Run 1, sequential cells coloured by netlist name:
Bar = 50 um. Other sequential cells in the stronger grey, the rest of the logic in the fainter grey.
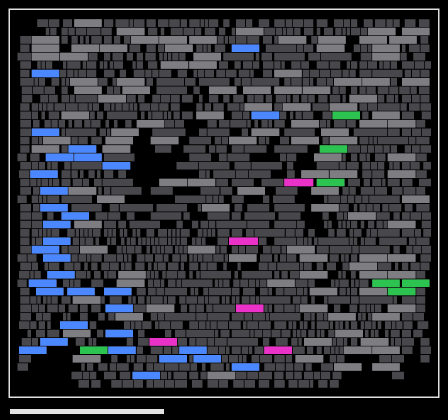
Run 1, cell area per tile:
14 x 13 tiles, from black (low) to pale yellow (high), 0 to 100% covered.
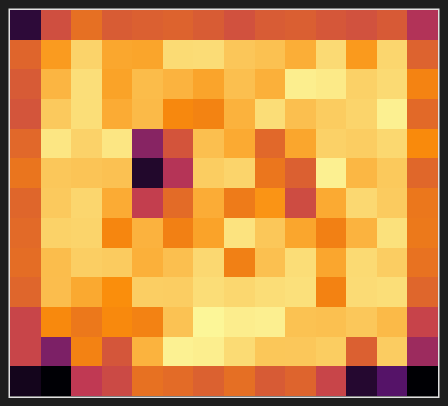
Run 1, placed cells, one colour a class:
Bar = 50 um. Fill, decap, tap and diode cells in grey.
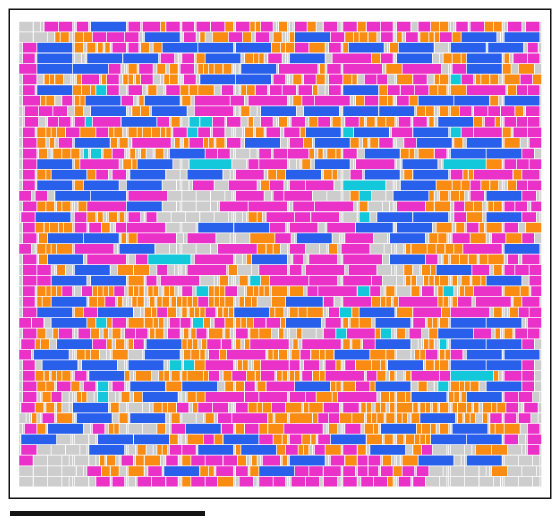
==> src/rtl/decode_stage.sv <==
// ---------------------------------------------------------------------------
// decode_stage
//   Instruction decode plus the ID/EX pipeline register feeding the ALU.
//   Register-file read addresses come straight from the IF/ID instruction so
//   the file can answer in the same cycle; the returned operands and the
//   decoded fields are registered here with one cycle of latency.
//
// Ports
//   clk, rst_n                 core clock, asynchronous active-low reset
//   instr_valid_i/instr_i/pc_i IF/ID slot: valid flag, instruction, its PC
//   rs1_addr_o/rs2_addr_o      regfile read addresses (combinational)
//   rs1_data_i/rs2_data_i      regfile read data (same cycle)
//   ex_stall_i                 EX cannot accept: hold the ID/EX register
//   flush_i                    taken branch: kill the decoded slot
//   stall_o                    hold fetch and IF/ID (load-use or EX stall)
//   valid_o .. mem_write_o     registered ID/EX fields to the ALU/EX stage
//   illegal_o                  one-cycle pulse for an undecodable instruction
// ---------------------------------------------------------------------------
module decode_stage #(
    parameter int WORD_SIZE  = 32,
    parameter int REG_ADDR_W = 5
) (
    input  logic                  clk,
    input  logic                  rst_n,
    input  logic                  instr_valid_i,
    input  logic [31:0]           instr_i,
    input  logic [WORD_SIZE-1:0]  pc_i,
    output logic [REG_ADDR_W-1:0] rs1_addr_o,
    output logic [REG_ADDR_W-1:0] rs2_addr_o,
    input  logic [WORD_SIZE-1:0]  rs1_data_i,
    input  logic [WORD_SIZE-1:0]  rs2_data_i,
    input  logic                  ex_stall_i,
    input  logic                  flush_i,
    output logic                  stall_o,
    output logic                  valid_o,
    output logic [WORD_SIZE-1:0]  pc_o,
    output logic [6:0]            opcode_o,
    output logic [2:0]            funct3_o,
    output logic [6:0]            funct7_o,
    output logic [WORD_SIZE-1:0]  alu_in1_o,
    output logic [WORD_SIZE-1:0]  alu_in2_o,
    output logic [WORD_SIZE-1:0]  immediate_o,
    output logic [REG_ADDR_W-1:0] rd_o,
    output logic                  reg_write_o,
    output logic                  mem_read_o,
    output logic                  mem_write_o,
    output logic                  illegal_o
);

    localparam logic [6:0] OPCODE_ALU     = 7'b0110011;
    localparam logic [6:0] OPCODE_ALU_IMM = 7'b0010011;
    localparam logic [6:0] OPCODE_LOAD    = 7'b0000011;
    localparam logic [6:0] OPCODE_STORE   = 7'b0100011;
    localparam logic [6:0] OPCODE_BRANCH  = 7'b1100011;
    localparam logic [6:0] OPCODE_JUMP    = 7'b1101111;
    localparam logic [6:0] OPCODE_AUIPC   = 7'b0010111;
    localparam logic [6:0] OPCODE_LUI     = 7'b0110111;

    // ------------------------------------------------------------------
    // Combinational decode of the IF/ID instruction
    // ------------------------------------------------------------------
    logic [6:0]            opcode;
    logic [REG_ADDR_W-1:0] rd_field;
    logic [31:0]           imm_raw;
    logic                  legal;
    logic                  writes_rd;
    logic                  is_load;
    logic                  is_store;
    logic                  rs1_used;
    logic                  rs2_used;
    logic                  hazard;

    assign opcode     = instr_i[6:0];
    assign rd_field   = instr_i[11:7];
    assign rs1_addr_o = instr_i[19:15];
    assign rs2_addr_o = instr_i[24:20];

    // NOTE: every signal gets a default before the case so no path leaves
    // it unassigned; a missing default here would infer a latch.
    always_comb begin
        imm_raw   = '0;
        legal     = 1'b0;
        writes_rd = 1'b0;
        is_load   = 1'b0;
        is_store  = 1'b0;
        rs1_used  = 1'b1;
        rs2_used  = 1'b0;
        case (opcode)
            OPCODE_ALU: begin
                legal     = 1'b1;
                writes_rd = 1'b1;
                rs2_used  = 1'b1;
            end
            OPCODE_ALU_IMM: begin
                legal     = 1'b1;
                writes_rd = 1'b1;
                imm_raw   = {{20{instr_i[31]}}, instr_i[31:20]};
            end
            OPCODE_LOAD: begin
                legal     = 1'b1;
                writes_rd = 1'b1;
                is_load   = 1'b1;
                imm_raw   = {{20{instr_i[31]}}, instr_i[31:20]};
            end
            OPCODE_STORE: begin
                legal    = 1'b1;
                is_store = 1'b1;
                rs2_used = 1'b1;
                imm_raw  = {{20{instr_i[31]}}, instr_i[31:25], instr_i[11:7]};
            end
            OPCODE_BRANCH: begin
                legal    = 1'b1;
                rs2_used = 1'b1;
                imm_raw  = {{19{instr_i[31]}}, instr_i[31], instr_i[7],
                            instr_i[30:25], instr_i[11:8], 1'b0};
            end
            OPCODE_JUMP: begin
                legal     = 1'b1;
                writes_rd = 1'b1;
                rs1_used  = 1'b0;
                imm_raw   = {{11{instr_i[31]}}, instr_i[31], instr_i[19:12],
                             instr_i[20], instr_i[30:21], 1'b0};
            end
            OPCODE_AUIPC, OPCODE_LUI: begin
                legal     = 1'b1;
                writes_rd = 1'b1;
                rs1_used  = 1'b0;
                imm_raw   = {instr_i[31:12], 12'b0};
            end
            default: ;
        endcase
    end

    // ------------------------------------------------------------------
    // ID/EX register
    // ------------------------------------------------------------------
    logic                  valid_q,     valid_d;
    logic [WORD_SIZE-1:0]  pc_q,        pc_d;
    logic [6:0]            opcode_q,    opcode_d;
    logic [2:0]            funct3_q,    funct3_d;
    logic [6:0]            funct7_q,    funct7_d;
    logic [WORD_SIZE-1:0]  alu_in1_q,   alu_in1_d;
    logic [WORD_SIZE-1:0]  alu_in2_q,   alu_in2_d;
    logic [WORD_SIZE-1:0]  immediate_q, immediate_d;
    logic [REG_ADDR_W-1:0] rd_q,        rd_d;
    logic                  reg_write_q, reg_write_d;
    logic                  mem_read_q,  mem_read_d;
    logic                  mem_write_q, mem_write_d;
    logic                  illegal_q,   illegal_d;

    // A load in EX has no data until MEM, so a consumer in ID must wait a
    // cycle. A load to x0 never produces a value anyone can depend on.
    assign hazard = valid_q & mem_read_q & (rd_q != '0) & instr_valid_i &
                    ((rs1_used & (rs1_addr_o == rd_q)) |
                     (rs2_used & (rs2_addr_o == rd_q)));

    assign stall_o = hazard | ex_stall_i;

    always_comb begin
        valid_d     = valid_q;
        pc_d        = pc_q;
        opcode_d    = opcode_q;
        funct3_d    = funct3_q;
        funct7_d    = funct7_q;
        alu_in1_d   = alu_in1_q;
        alu_in2_d   = alu_in2_q;
        immediate_d = immediate_q;
        rd_d        = rd_q;
        reg_write_d = reg_write_q;
        mem_read_d  = mem_read_q;
        mem_write_d = mem_write_q;
        illegal_d   = illegal_q;

        if (flush_i) begin
            // Killing the slot wins over any hold request.
            valid_d   = 1'b0;
            illegal_d = 1'b0;
        end else if (ex_stall_i) begin
            // Hold everything.
        end else if (hazard) begin
            // Insert a bubble; IF/ID holds and re-presents the consumer.
            valid_d   = 1'b0;
            illegal_d = 1'b0;
        end else begin
            valid_d     = instr_valid_i & legal;
            illegal_d   = instr_valid_i & ~legal;
            pc_d        = pc_i;
            opcode_d    = opcode;
            funct3_d    = instr_i[14:12];
            funct7_d    = instr_i[31:25];
            alu_in1_d   = rs1_data_i;
            alu_in2_d   = rs2_data_i;
            immediate_d = WORD_SIZE'($signed(imm_raw));
            rd_d        = rd_field;
            reg_write_d = writes_rd & (rd_field != '0);
            mem_read_d  = is_load;
            mem_write_d = is_store;
        end
    end

    // NOTE: state registers use non-blocking assignments so every flop
    // samples the pre-edge value regardless of statement order.
    always_ff @(posedge clk or negedge rst_n) begin
        if (!rst_n) begin
            valid_q     <= 1'b0;
            pc_q        <= '0;
            opcode_q    <= '0;
            funct3_q    <= '0;
            funct7_q    <= '0;
            alu_in1_q   <= '0;
            alu_in2_q   <= '0;
            immediate_q <= '0;
            rd_q        <= '0;
            reg_write_q <= 1'b0;
            mem_read_q  <= 1'b0;
            mem_write_q <= 1'b0;
            illegal_q   <= 1'b0;
        end else begin
            valid_q     <= valid_d;
            pc_q        <= pc_d;
            opcode_q    <= opcode_d;
            funct3_q    <= funct3_d;
            funct7_q    <= funct7_d;
            alu_in1_q   <= alu_in1_d;
            alu_in2_q   <= alu_in2_d;
            immediate_q <= immediate_d;
            rd_q        <= rd_d;
            reg_write_q <= reg_write_d;
            mem_read_q  <= mem_read_d;
            mem_write_q <= mem_write_d;
            illegal_q   <= illegal_d;
        end
    end

    assign valid_o     = valid_q;
    assign pc_o        = pc_q;
    assign opcode_o    = opcode_q;
    assign funct3_o    = funct3_q;
    assign funct7_o    = funct7_q;
    assign alu_in1_o   = alu_in1_q;
    assign alu_in2_o   = alu_in2_q;
    assign immediate_o = immediate_q;
    assign rd_o        = rd_q;
    assign reg_write_o = reg_write_q;
    assign mem_read_o  = mem_read_q;
    assign mem_write_o = mem_write_q;
    assign illegal_o   = illegal_q;

endmodule
==> config.mk <==
export PLATFORM = sky130hd
export DESIGN_NAME = decode_stage
export DESIGN_NICKNAME = d
export VERILOG_FILES = /design/src/rtl/decode_stage.sv
export SDC_FILE = /design/constraint.sdc
export NUM_CORES = 1
export LEC_CHECK = 0
export ABC_AREA = 1
export CAP_MARGIN = 10
export CORE_ASPECT_RATIO = 0.9
export CORE_MARGIN = 2
export CORE_UTILIZATION = 44
export CTS_BUF_LIST = sky130_fd_sc_hd__clkbuf_4
export DETAILED_ROUTE_END_ITERATION = 16
export PLACE_DENSITY = 0.82
export SLEW_MARGIN = 10
export SYNTH_ARGS = -nofsm -noshare
export SYNTH_HDL_FRONTEND = slang
export SYNTH_SLANG_ARGS = --single-unit
==> constraint.sdc <==
create_clock -name clk -period 1.9 [get_ports clk]
set_input_delay 0.38 -clock clk [delete_from_list [all_inputs] [get_ports clk]]
set_output_delay 0.38 -clock clk [all_outputs]
set_load 0.01 [all_outputs]
==> impl_metrics.env, run 1 <==
# source this file to load flow results
export IMPL_hold_path_class="in2reg"
export IMPL_top_logic_kind="simple AND/OR/NAND/NOR gates"
export IMPL_warnings=28
export IMPL_firstDrtPassIters=9
export IMPL_die_area_um2=17390
export IMPL_synthAdderAreaFrac_pct=0
export IMPL_total_power_mw=8.850
export IMPL_rr_startpoint="rd_o[0]"
export IMPL_placed_cells=1358
export IMPL_fin_nets=1393
export IMPL_ys_sh_mux_pct=0
export IMPL_xor_share_pct=0.8525
export IMPL_grt_antenna_before_repair=0
export IMPL_cts_sinks=155
export IMPL_drc_errors=0
export IMPL_timing_rr_end="alu_in1_o[14]"
export IMPL_worstPathMaxFanout=4
export IMPL_cap_violations=0
export IMPL_cts_made_buffers=17
export IMPL_viasPerCell=5.783
export IMPL_grt_setup_unrepaired="yes"
export IMPL_io_buffers=298
export IMPL_clockBufferDepth=2
export IMPL_fmax_ghz=0.4261
export IMPL_yosys_warnings=0
export IMPL_compound_area_share_pct=0.6785
export IMPL_worst_setup_path_end_kind="output pin"
export IMPL_crit_arrival_ns=1.97
export IMPL_layout_drive_gt1_share_pct=29.14
export IMPL_lay_top_count="nand2_1"
export IMPL_worstSetupEndpoint="stall_o"
export IMPL_hold_violations=0
export IMPL_ys_area_um2=7192
export IMPL_p_per_area_nw_per_um2=663.2
export IMPL_synth_cell_types=25
export IMPL_synth_flops=155
export IMPL_drt_iter0_drc=817
export IMPL_postSynthSeqShare_pct=53.93
export IMPL_fin_skew_ns=0.02223
export IMPL_leakage_nw=7.310
export IMPL_syn_nets=1005
export IMPL_cts_tree="yes"
export IMPL_placed_cell_area_um2=10640
export IMPL_grt_pass1_vias=8463
export IMPL_ys_cells=872
export IMPL_start_kind="flip-flop"
export IMPL_outcome="finished with violations"
export IMPL_n_antenna_cell=0
export IMPL_cts_htree_levels=4
export IMPL_place_congestion=0.8853
export IMPL_worst_slew_pin_slew_ns=0.4677
export IMPL_die_x_um=138.8
export IMPL_fp_dieH_um=125.3
export IMPL_startpoint="rd_o[0]"
export IMPL_ys_sh_simple_pct=36.80
export IMPL_violations="negative setup slack"
export IMPL_async_flop_share_pct=100.0
export IMPL_final_min_clock_period_ns=2.347
export IMPL_io_pins=299
export IMPL_ff2ff_path_depth=15
export IMPL_crit_required_ns=1.52
export IMPL_crit_type="reg2out"
export IMPL_slew_violations=0
export IMPL_fin_ws_ns=-0.4471
export IMPL_path_clk_slew_ns=0.14
export IMPL_edf_count=0
export IMPL_dr_total_vias=8559
export IMPL_routed_wl_mm=33.48
export IMPL_setup_viol=156
export IMPL_dpl_hpwl_mm=15.98
export IMPL_synth_area_per_cell_um2=8.248
export IMPL_flop_cell="dfrtp_1"
export IMPL_globalRoute_totalOverflow=0
export IMPL_r2r_slack_ns=-0.32
export IMPL_area_delta_synth_final_pct=85.54
export IMPL_finalNonFillerCells=1480
export IMPL_synth_cells=872
export IMPL_slew_headroom_pct=68.82
export IMPL_wl_per_cell_um=22.62
export IMPL_grt_start_max_net_pins=61
export IMPL_synth_area_um2=7192
export IMPL_grt_pass1_wl_mm=47.84
export IMPL_grt_use_total_pct=35.84
export IMPL_cts_root_buf="clkbuf_4"
export IMPL_drt_antenna_violating_nets=0
About 'sequential cells coloured by netlist name':
[magenta] rd_o | flops: 5
[blue] pc_o | flops: 32
[green] funct7_o | flops: 7
not coloured: 111
register area: 3881 um2
Seq area share: 29.09%
Seq power: 3.90 mW
Layout Utilization: 83.01%

About 'cell area per tile':
mean over tiles: 75%
nearly empty tiles: 1.1%
fullest tile: 98%
tiles over 75% full: 58%
Core ar.: 16080 um2
initial core utilization: 44.74%

About 'placed cells, one colour a class':
[orange] remaining logic cells | cells: 636 | share of their area: 27%
[magenta] remaining buffers and delay cells | cells: 450 | share of their area: 40%
[cyan] clock drivers and dummy loads | cells: 32 | share of their area: 2.7%
[blue] registers | cells: 155 | share of their area: 30%
Final Cell Area: 13340 um2
# rows: 44

==> run 1: cells by family (layout without fill, tap and decap cells) <==
kind of cell           after synthesis  in the layout
AND-OR/OR-AND                        9              9
buffers and inverters              114            515
AND/OR/NAND/NOR                    587            587
flip-flops                         155            155
XOR/XNOR                             7              7
==> run 1: stage by stage <==
step	setup slack (ns)	hold WS, ns	setup TNS, ns
floorplan	0.1482	0.08441	0
global placement	-0.8031	0.3440	-102.22
detailed placement	-0.8550	0.3416	-112.22
CTS	-0.3732	0.2580	-35.66
global route	-0.5511	0.1668	-51.60
finish	-0.4471	0.1530	-35.47
==> run 1: report_power, final <==
group | internal [mW] | leakage, nW | switching (mW)
Sequential | 3.63 | 1.97 | 0.271
Combinational | 1.24 | 5.15 | 1.18
Clock | 1.20 | 0.189 | 1.33
==> run 1: per-layer routing <==
metal / track usage, % / wire length [um] / vias to the layer above / share of wire, %
met1: 44.13 / 12110 / 4099 / 36
li1: - / - / 3706 / -
met3: 10.72 / 3670 / 154 / 11
met4: 19.73 / 1952 / 0 / 5.8
met5: 0 / 0 / - / 0
met2: 56.88 / 15740 / 600 / 47
==> run 1: flip-flops by register name (all words and copies together) (netlist names), 3 cells and up <==
register     cells
pc_o            32
rd_o             5
alu_in1_o       32
immediate_o     32
funct3_o         3
funct7_o         7
opcode_o         7
alu_in2_o       32
==> run 1: worst max-delay path, cell delays in order (launching register included) <==
cell and delay, ns:
dfrtp_1 0.49, inv_1 0.13, nand2_1 0.10, nand2_1 0.05
a21oi_1 0.20, nand3_2 0.10, nand2_2 0.09, nand2_4 0.06
nand2_2 0.06, buf_6 0.11
==> run 1: worst min-delay path by stage <==
stage	startpoint	endpoint	slack (ns)	cells past startpoint
3_3_place_gp	rst_n	pc_o[16]	0.34	1
4_1_cts	rst_n	pc_o[16]	0.26	2
6_report	instr_i[2]	opcode_o[2]	0.15	3
5_1_grt	instr_i[2]	opcode_o[2]	0.17	3
2_1_floorplan	rst_n	alu_in1_o[0]	0.08	0
3_5_place_dp	rst_n	pc_o[16]	0.34	1
==> run 1: timing repair <==
action | CTS | global route
resized | 283 | 220
hold endpoints to repair | 38 | 0
setup buffers | 44 | 17
hold buffers | 1 | 0
cloned | 42 | 4
setup endpoints to repair | 304 | 172
pin swaps | 74 | 34
==> run 1: synth_stat cells, drive strengths merged (2+ instances only) <==
cell | count | share of area, %
xnor2 | 3 | 0.37
dfrtp | 155 | 54
a21oi | 2 | 0.14
nand2 | 390 | 20
inv | 32 | 1.7
xor2 | 4 | 0.49
o21ai | 5 | 0.35
clkbuf | 29 | 1.5
buf | 52 | 4.5
nor3 | 2 | 0.14
nor2 | 21 | 1.2
nand3 | 16 | 1.4
nand4 | 157 | 14
==> run 1: area by class of cell <==
| class | instances | area, um2 |
|---|---|---|
| flip-flops and latches | 155 | 3881 |
| clock buffers | 18 | 135.1 |
| well taps | 207 | 259.0 |
| repair buffers | 450 | 5255 |
| inverters | 33 | 128.9 |
| multi-input cells | 603 | 3468 |
| fillers | 895 | 2731 |
| clock inverters | 14 | 216.5 |
Run 1, metal layers overlaid:
Bar = 50 um. Only two layers are drawn.
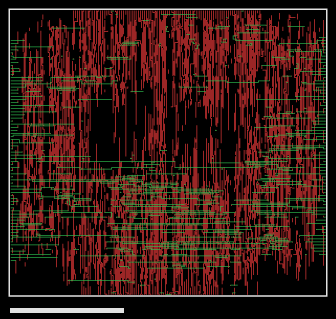

--- run 2 (diff from run 1) ---
--- a/config.mk
+++ b/config.mk
@@ -8,7 +8,7 @@
 export ABC_AREA = 1
 export CAP_MARGIN = 10
 export CORE_ASPECT_RATIO = 0.9
-export CORE_MARGIN = 2
+export CORE_MARGIN = 3
 export CORE_UTILIZATION = 44
 export CTS_BUF_LIST = sky130_fd_sc_hd__clkbuf_4
 export DETAILED_ROUTE_END_ITERATION = 16
Run 2, metal layers overlaid:
Bar = 50 um. Only two layers are drawn.
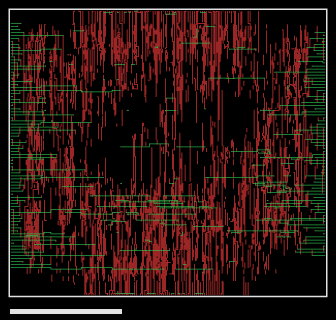
[red] M2 | wire length: 11500 um
[green] M3 | wire length: 2260 um
vias: 7374
WL final: 24.24 mm
Total GRT Usage: 26.90%
drt wl/cell: 17.47 um

==> run 2 against run 1 <==
Compared with the run above: worst hold slack better by 0.15 ns; via count shrank 14%; largest power group unchanged; global-route usage decreased by 8.9 points; the flow still finishes with violations (negative setup slack); highest routed layer unchanged.
==> impl_metrics.env, run 2 <==
# source this file to load flow results
export IMPL_viasPerCell=5.317
export IMPL_drt_iter0_drc=524
export IMPL_drt_antenna_violating_nets=0
export IMPL_cts_sinks=155
export IMPL_fin_area_um2=10990
export IMPL_yosys_warnings=0
export IMPL_grt_start_max_net_pins=70
export IMPL_globalRoute_totalOverflow=0
export IMPL_cpMostUsedCell="nand2_1"
export IMPL_fin_ws_ns=-0.3027
export IMPL_final_min_clock_period_ns=2.203
export IMPL_syn_nets=1005
export IMPL_core_um2=15710
export IMPL_flop_cell="dfrtp_1"
export IMPL_common_cells="389 x nand2_1, 157 x nand4_1, 155 x dfrtp_1"
export IMPL_grt_pass1_vias=7239
export IMPL_fin_setup_tns_ns=-23.04
export IMPL_crit_path_max_incr_delay_ns=0.50
export IMPL_start_kind="input pin"
export IMPL_worst_setup_path_end_kind="output pin"
export IMPL_placed_cell_area_um2=10570
export IMPL_grt_antenna_before_repair=2
export IMPL_fin_skew_ns=0.02042
export IMPL_worstPathCellList="clkdlybuf4s50_1 -> nand2_1 -> inv_1 -> nand2_1 -> nor2_1 -> nor2_2 -> nand3_1 -> nand2_2 -> nand2_4 -> nand2_1 -> buf_2"
export IMPL_ff2ff_path_depth=11
export IMPL_synth_cell_types=25
export IMPL_synth_cells=872
export IMPL_rr_startpoint="rd_o[4]"
export IMPL_timing_rr_end="alu_in1_o[4]"
export IMPL_slew_headroom_pct=59.48
export IMPL_synth_flops=155
export IMPL_cp_buffers_inverters=3
export IMPL_violations="negative setup slack"
export IMPL_fp_dieH_um=127.3
export IMPL_postSynthSeqShare_pct=53.93
export IMPL_dpl_hpwl_mm=17.00
export IMPL_lay_top_count="nand2_1"
export IMPL_crit_family="buffers and inverters"
export IMPL_outcome="finished with violations"
export IMPL_path_clk_slew_ns=0.15
export IMPL_setup_viol=154
export IMPL_synth_area_per_cell_um2=8.248
export IMPL_die_area_um2=17920
export IMPL_utilization_pct=69.96
Run 2, sequential cells coloured by netlist name:
Bar = 50 um. Other sequential cells in the stronger grey, the rest of the logic in the fainter grey.
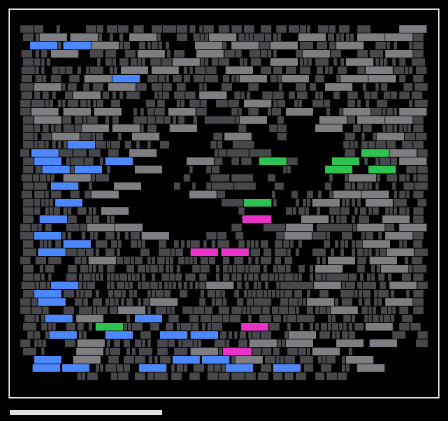
[blue] pc_o | flops: 32
[green] funct7_o | flops: 7
[magenta] rd_o | flops: 5
not coloured: 111
Seq power: 3.82 mW
Seq area share: 35.31%

-- run 2: cell counts after synthesis --
Identical to the previous run, type by type.
-- run 2: repair_timing --
| action | CTS | global route |
|---|---|---|
| gates cloned | 1 | 0 |
| setup buffers | 0 | 1 |
| pin swaps | 2 | 0 |
| hold endpoints to repair | 39 | 0 |
| setup endpoints to repair | 209 | 264 |
| hold buffers | 1 | 0 |
| resized | 68 | 49 |
-- run 2: worst max path at each step --
stage	slack, ns	depth (start not counted)	start	end
4_1_cts	-0.34	8	rd_o[2]	stall_o
5_1_grt	-0.42	8	rd_o[4]	stall_o
2_1_floorplan	0.15	10	instr_i[6]	stall_o
3_3_place_gp	-0.72	10	instr_i[1]	stall_o
3_5_place_dp	-0.76	10	instr_i[1]	stall_o
6_report	-0.30	11	instr_i[1]	stall_o
-- run 2: cell families after synthesis --
family,Yosys count,synth area share [%]
and+or+nand+nor,587,36.80
DFF,155,53.93
buffers and inverters,114,7.742
AOI/OAI and AO/OA,9,0.6785
xor gates and xnor gates,7,0.8525
-- run 2: worst reg2reg max path: cells and delay by family, from the launching register on --
family	cells	cell delay, ns
buffers and inverters	4	0.78
and+or+nand+nor	7	0.76
DFF	1	0.45
-- run 2: power by group --
part           switching [mW]  total [mW]  internal (mW)
clock network            1.28        1.97          0.694
registers               0.194        3.82           3.63
logic                   0.925        1.93           1.01
total                    2.39        7.72           5.33
-- run 2: stage by stage --
step,total power [mW],setup WS [ns]
2_1_floorplan,4.566,0.1482
3_3_place_gp,5.860,-0.7197
3_5_place_dp,5.908,-0.7560
4_1_cts,7.805,-0.3376
5_1_grt,8.130,-0.4240
6_report,7.724,-0.3027
-- run 2: area by class of cell --
| type | count | area [um2] | area share, % |
|---|---|---|---|
| Sequential cell | 155 | 3881 | 35.31 |
| Clock inverter | 14 | 136.4 | 1.241 |
| Tap cell | 202 | 252.7 | 2.300 |
| Clock buffer | 18 | 135.1 | 1.230 |
| Timing Repair Buffer | 360 | 3656 | 33.27 |
| Antenna cell | 2 | 5.005 | 0.04554 |
| Multi-Input combinational cell | 603 | 2795 | 25.43 |
| Inverter | 33 | 128.9 | 1.173 |
-- run 2: layer usage --
| layer | track usage [%] | vias up | part of all wire (%) |
|---|---|---|---|
| li1 | - | 3489 | - |
| met1 | 35.17 | 3494 | 40 |
| met2 | 43.10 | 340 | 47 |
| met3 | 7.448 | 51 | 9.3 |
| met4 | 9.972 | 0 | 3.2 |
| met5 | 0 | - | 0 |
Run 2, placed cells, one colour a class:
Bar = 50 um. Fill, decap, tap and diode cells in grey.
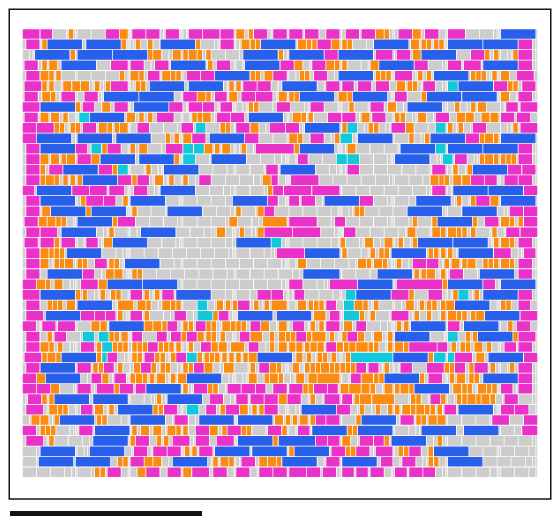

--- run 3 (diff from run 2) ---
--- a/config.mk
+++ b/config.mk
@@ -9,10 +9,10 @@
 export CAP_MARGIN = 10
 export CORE_ASPECT_RATIO = 0.9
 export CORE_MARGIN = 3
-export CORE_UTILIZATION = 44
+export CORE_UTILIZATION = 35
 export CTS_BUF_LIST = sky130_fd_sc_hd__clkbuf_4
 export DETAILED_ROUTE_END_ITERATION = 16
-export PLACE_DENSITY = 0.82
+export PLACE_DENSITY = 0.68
 export SLEW_MARGIN = 10
 export SYNTH_ARGS = -nofsm -noshare
 export SYNTH_HDL_FRONTEND = slang
Run 3, placed cells, one colour a class:
Bar = 50 um. Fill, decap, tap and diode cells in grey.
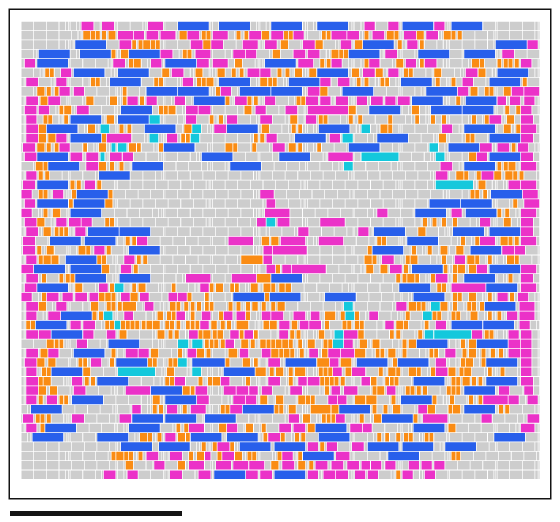
[orange] remaining logic cells | cells: 636 | share of their area: 27%
[magenta] remaining buffers and delay cells | cells: 372 | share of their area: 34%
[blue] registers | cells: 155 | share of their area: 36%
[cyan] clock drivers and dummy loads | cells: 32 | share of their area: 3.0%
Seq area share: 34.80%
Layout Utilization: 55.44%
Final Cell Area: 11150 um2
# rows: 49
Core ar.: 20110 um2

==> run 3 against run 2 <==
Compared with the run above: the run still ends with negative setup slack left; maximum frequency decreased by 0.16%; via count fell by 0.30%; combinational power fell by 2%; register-to-register slack better by 0.15 ns; clock-buffer cell count unchanged; critical endpoint unchanged.
==> impl_metrics.env, run 3 <==
# source this file to load flow results
export IMPL_critical_path_depth=8
export IMPL_cp_buffers_inverters=2
export IMPL_combGateArea_um2=2793
export IMPL_initCoreUtil_pct=35.76
export IMPL_total_power_mw=8.064
export IMPL_setup_viol=108
export IMPL_crit_arrival_ns=1.83
export IMPL_violations="negative setup slack"
export IMPL_syn_nets=1005
export IMPL_dr_total_vias=7352
export IMPL_viasPerCell=5.063
export IMPL_cpMostUsedCell="nand2_2"
export IMPL_fp_dieH_um=142.0
export IMPL_min_path_cells=3
export IMPL_hold_path_class="in2reg"
export IMPL_flop_cell="dfrtp_1"
export IMPL_crit_type="reg2out"
export IMPL_synth_flops=155
export IMPL_drt_iter0_drc=465
export IMPL_vdd_ir_drop_max_mv=0.4360
export IMPL_grt_use_total_pct=22.29
export IMPL_crit_path_max_incr_delay_ns=0.44
export IMPL_crit_required_ns=1.52
export IMPL_met1_length_mm=11.05
export IMPL_path_clk_slew_ns=0.15
export IMPL_cts_made_buffers=17
export IMPL_worstPathCellList="buf_4 -> xor2_1 -> nor2_1 -> nand3_1 -> nand2_2 -> nand2_4 -> nand2_2 -> buf_6"
export IMPL_final_min_clock_period_ns=2.206
export IMPL_area_delta_synth_final_pct=55.01
export IMPL_routed_wl_mm=25.29
export IMPL_clock_latency_ns=0.57
export IMPL_ff2ff_path_depth=12
export IMPL_die_x_um=157.1
export IMPL_worstPathMaxFanout=3
export IMPL_synth_cell_types=25
export IMPL_worst_setup_path_end_kind="output pin"
export IMPL_fin_ws_ns=-0.3062
export IMPL_synth_cells=872
export IMPL_critPathSlowestCell="dfrtp_1"
export IMPL_dr_wl_met3_mm=1.912
export IMPL_synth_area_per_cell_um2=8.248
export IMPL_synth_area_leader_cell="dfrtp_1"
export IMPL_wl_per_cell_um=17.42
export IMPL_cts_tree="yes"
export IMPL_globalRoute_totalOverflow=0
export IMPL_yosys_warnings=0
export IMPL_grt_antenna_before_repair=2
export IMPL_hold_violations=0
export IMPL_cts_root_buf="clkbuf_4"
export IMPL_routed_top_layer="met4"
export IMPL_start_kind="flip-flop"
export IMPL_slew_violations=0
export IMPL_fin_setup_tns_ns=-1.808
export IMPL_layout_drive_gt1_share_pct=10.38
export IMPL_die_area_um2=22310
export IMPL_grt_setup_unrepaired="yes"
export IMPL_common_cells="389 x nand2_1, 157 x nand4_1, 155 x dfrtp_1"
export IMPL_postSynthSeqShare_pct=53.93
export IMPL_fin_skew_ns=0.02448
export IMPL_grt_start_max_net_pins=104
export IMPL_slew_headroom_pct=61.56
export IMPL_io_pins=299
export IMPL_synth_top_area_share_pct=53.93
export IMPL_drt_antenna_violating_nets=0
export IMPL_cts_sinks=155
export IMPL_crit_family="flip-flops"
export IMPL_lay_top_count="nand2_1"
export IMPL_grt_pass1_vias=7181
export IMPL_outcome="finished with violations"
export IMPL_wl_met2_mm=11.94
export IMPL_dpl_hpwl_mm=17.05
Run 3, sequential cells coloured by netlist name:
Bar = 50 um. Other sequential cells in the stronger grey, the rest of the logic in the fainter grey.
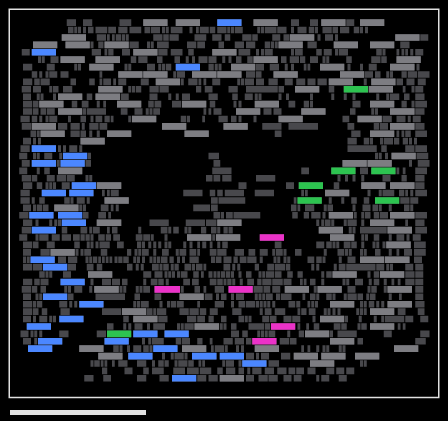
[blue] pc_o | flops: 32
[green] funct7_o | flops: 7 | where: east
[magenta] rd_o | flops: 5 | where: south
not coloured: 111
Seq power: 3.80 mW
register area: 3880 um2

## run 3: netlist changes by cell type in the layout (fill, tap and decap cells not counted), moves of 3 or more
cell             delta
buf_4               +5
bufinv_16           +3
clkdlybuf4s15_1     +3
dlymetal6s2s_1     -16
clkdlybuf4s50_1    -65
buf_12              +3
dlygate4sd2_1      +77
buf_6               +3
## run 3: final cells by class
cell class / count / share of cell area, %
Antenna cell: 2 / 0.04489
Tap cell: 255 / 2.862
Inverter: 33 / 1.156
Timing Repair Buffer: 372 / 33.15
Multi-Input combinational cell: 603 / 25.05
Clock buffer: 18 / 1.212
Clock inverter: 14 / 1.717
Sequential cell: 155 / 34.80
## run 3: worst paths after layout
| check | startpoint | end | slack, ns |
|---|---|---|---|
| worst max-delay path | rd_o[2] | stall_o | -0.31 |
| worst min register to register | pc_o[23] | pc_o[23] | 0.48 |
| worst max register to register | rd_o[4] | alu_in1_o[15] | -0.03 |
| max in group asynchronous | rst_n | immediate_o[20] | 0.95 |
| min in group asynchronous | rst_n | immediate_o[10] | 0.33 |
| worst min-delay path | instr_i[0] | opcode_o[0] | 0.30 |
## run 3: power by group
| group | internal, mW | switching [mW] |
|---|---|---|
| clock | 1.07 | 1.30 |
| combinational | 0.946 | 0.943 |
| sequential | 3.63 | 0.176 |
| total | 5.64 | 2.42 |
## run 3: per-stage QoR
stage	cell area, um2	std cells	worst slack (ns)
after detailed placement	10710	1405	-0.9069
after floorplan	7192	872	0.1482
after global routing	11150	1452	-0.4564
final	11150	1452	-0.3062
after global placement	10710	1405	-0.8743
after CTS	11070	1450	-0.3386
## run 3: repair_timing
action                                 CTS  global route
hold buffers                             1             0
cloned                                   2             0
setup buffers                           11             0
pin swaps                                5             0
setup endpoints to repair              289           187
endpoints found under the hold margin   43             0
gates resized                          164            33
## run 3: cells by family (layout without fill, tap and decap cells)
logic type,after synthesis,after routing,synth area share (%)
simple gates,587,587,36.80
flops,155,155,53.93
buf+inv,114,437,7.742
compound gates,9,9,0.6785
xor+xnor,7,7,0.8525
other cells,0,2,0
## run 3: worst register-to-register path, stage by stage, from the launching register on
cell and delay (ns):
dfrtp_1 0.46, buf_6 0.15, nor3_4 0.18, nand3_2 0.10, nand4_1 0.10, inv_2 0.05, nand2_4 0.05, buf_4 0.17
nand3_4 0.11, buf_4 0.18, buf_12 0.16, nand2_1 0.08, nand2_1 0.05
## run 3: routing by layer
layer  global-route usage (%)  vias to the layer above
met5                        0                        -
met4                    5.205                        0
met3                    6.780                       24
met2                    35.39                      269
met1                    30.26                     3537
li1                         -                     3522
No activity file was given, so power comes from the tool's default toggle rates.
